==> config.mk <==
export PLATFORM = sky130hd
export DESIGN_NAME = dcache_victim_ctrl
export DESIGN_NICKNAME = d
export VERILOG_FILES = /design/src/rtl/dcache_victim_ctrl_pkg.sv /design/src/rtl/dcache_victim_ctrl_sat_counter.sv /design/src/rtl/dcache_victim_ctrl.sv
export SDC_FILE = /design/constraint.sdc
export NUM_CORES = 1
export LEC_CHECK = 0
export ABC_AREA = 0
export CELL_PAD_IN_SITES_DETAIL_PLACEMENT = 0
export CELL_PAD_IN_SITES_GLOBAL_PLACEMENT = 2
export CORE_AREA = 2 2 191 193
export CTS_BUF_LIST = sky130_fd_sc_hd__clkbuf_4 sky130_fd_sc_hd__clkbuf_8
export CTS_CLUSTER_DIAMETER = 40
export DETAILED_ROUTE_END_ITERATION = 12
export DIE_AREA = 0 0 193 195
export DONT_BUFFER_PORTS = 1
export GPL_ROUTABILITY_DRIVEN = 1
export GPL_TIMING_DRIVEN = 0
export PLACE_DENSITY_LB_ADDON = 0.1
export SETUP_SLACK_MARGIN = 0.02
export SLEW_MARGIN = 0
export SYNTH_ARGS = -nofsm -noshare
export SYNTH_HDL_FRONTEND = slang
export SYNTH_SLANG_ARGS = --single-unit
==> constraint.sdc <==
create_clock -name clk -period 17.4 [get_ports clk]
set_input_delay 3.48 -clock clk [delete_from_list [all_inputs] [get_ports clk]]
set_output_delay 3.48 -clock clk [all_outputs]
set_load 0.02 [all_outputs]
==> images/cell_classes.png <==
Scale: 2 px per µm.
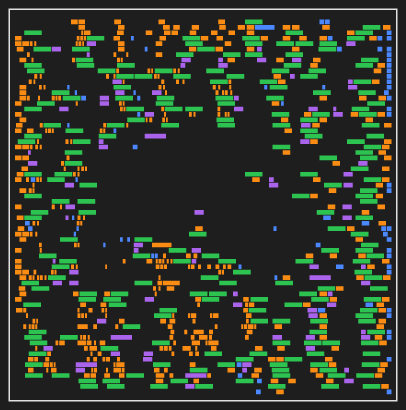
Purple is clock drivers and dummy loads, cells 82, share of their area 10%. Blue is other buffers and delay cells, cells 76, share of their area 5.3%. Orange is all other logic, cells 438, share of their area 33%. Green is flops, cells 211, share of their area 52%.
row cnt: 69
core area: 35400 µm²
final core area utilization: 30.6%
flop share of the area: 48.8%

==> images/density.png <==
Scale: 2 px per µm. 19 x 20 tiles, from dark blue (low) to red (high), 0 to 100% covered.
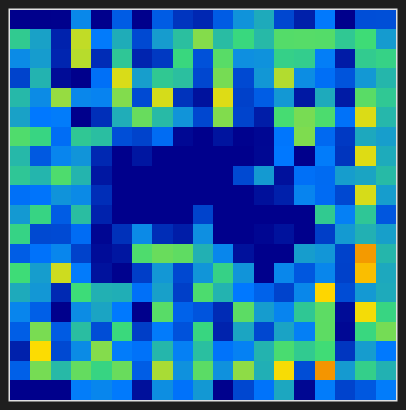
The fullest tile reaches 83%. 16% of the tiles are nearly empty. 1.1% of the tiles are over 75% full. The mean over all tiles is 27%. The emptiest ninth of the die: centre.
Initial Util: 25.8%

==> images/port_nets.png <==
Scale: 1.5 px per µm.
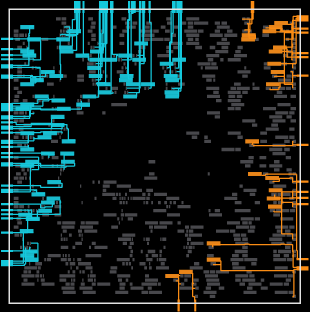
Orange is mem_tag_o, bits 20, direction output, edge 16 east, 2 north, 2 south, end cells 20, buffers 0, wire 790 µm. Cyan is refill_data_o, bits 64, direction output, edge 37 west, 27 north, end cells 64, buffers 0, wire 2530 µm.
I/O pin count: 484
PortBufs: 0

==> CHANGELOG.md <==
### Metrics

* Status: complete, no violations
* Power density over the cells at 218 nW/µm²
* Die height at 195 µm
* Synth top area share at 57.8%
* Hold Buf Count CTS at 0
* WS Path Type: reg2out
* Vias in the first global route at 6428
* Grt total ovfl at 0
* Top cells by count, synth: dfrtp_1, nand2_1, mux2i_1
* Top_reg_cell synth: dfrtp_1
* Critical path, cell by cell: buf_4
* Synth Net Count at 964
* Setup Buffers After CTS at 0
* CTS tree: yes
* Number of max-cap violations at 0
* Clock-pin slew on the worst setup and hold paths at 50 ps
* Total GRT Usage at 14.8%
* Horiz. Die Dim at 193 µm
* Share of cells above drive strength 1 at 27.0%
* Number of H-tree levels at 2
* 1st-iter DRT viols at 137
* Fin crit period at 4820 ps
* First-pass GRT wire length at 41000 µm
* GPL Wtd Cong at 0.769
* Synth area leader: dfrtp_1
* Top cells by area: dfrtp_1, mux2i_1, mux2_2
* Setup violators final at 0
* Hold Path Class: reg2reg
* RSZ-0062 raised after global routing: no
* NumNets Final at 1014
* Register area at 5280 µm²
* Combinational gate area at 3330 µm²
* Worst R2R Path Depth at 5
* Peak VDD IR at 0.0975 mV
* Crit Path Max Fanout at 4
* Via count at 5769
* Late-Pin Clk Latency at 570 ps
* PnR worst setup slack at 12580 ps
* Fin area at 10800 µm²
* Highest Clock Rate at 0.207 GHz
* Yosys stat cell total at 724
==> cells in the final DEF, fill, tap and decap left out, drive strengths merged, types with 4 or more instances in the layout <==
cell type  synthesis  layout
nor3              13      13
nand3              8       8
nor2              13      13
mux2i             64      64
inv                5       5
clkinv             0       5
nand4             13      13
buf               68      69
a21oi              5       5
xnor2              6       6
mux2             107     107
nor4               5       5
bufinv             0       5
nor4b              4       4
o21ai             70      70
dfrtp            211     211
nand2             79      79
and3               5       5
xor2              21      21
clkbuf             7      77
==> layout make-up <==
class	count	share of cell area (%)
Antenna cell	3	0.0693
Timing Repair Buffer	1	0.254
Inverter	5	0.243
Buffer	75	4.72
Sequential cell	211	48.8
Tap cell	461	5.33
Clock inverter	12	1.76
Clock buffer	70	8.09
Multi-Input combinational cell	433	30.8
==> through the flow <==
stage                     hold slack [ps]  std cells
after global placement                497       1185
final                                 520       1271
after global routing                  546       1268
after CTS                             524       1268
after detailed placement              511       1186
after floorplan                       465        724
==> layer usage <==
metal	global-route usage, %	up-vias	wire, µm
li1	-	2600	-
met1	14.8	2788	10000
met2	27.1	327	15200
met3	5.97	50	2880
met4	5.92	4	752
met5	0	-	23
==> power by group <==
group          internal, W  switching, W
clock             0.000394      0.000227
combinational     0.000267      0.000293
sequential        0.000706      0.000469
==> logic make-up after synthesis <==
group,after synthesis,share of synthesized area (%)
simple gates,154,8.97
flops,211,57.8
mux,171,20.2
buf+inv,80,5.79
xor+xnor,27,2.59
compound gates,79,4.42
fa+ha+maj,2,0.274
No activity file was given, so power comes from the tool's default toggle rates.
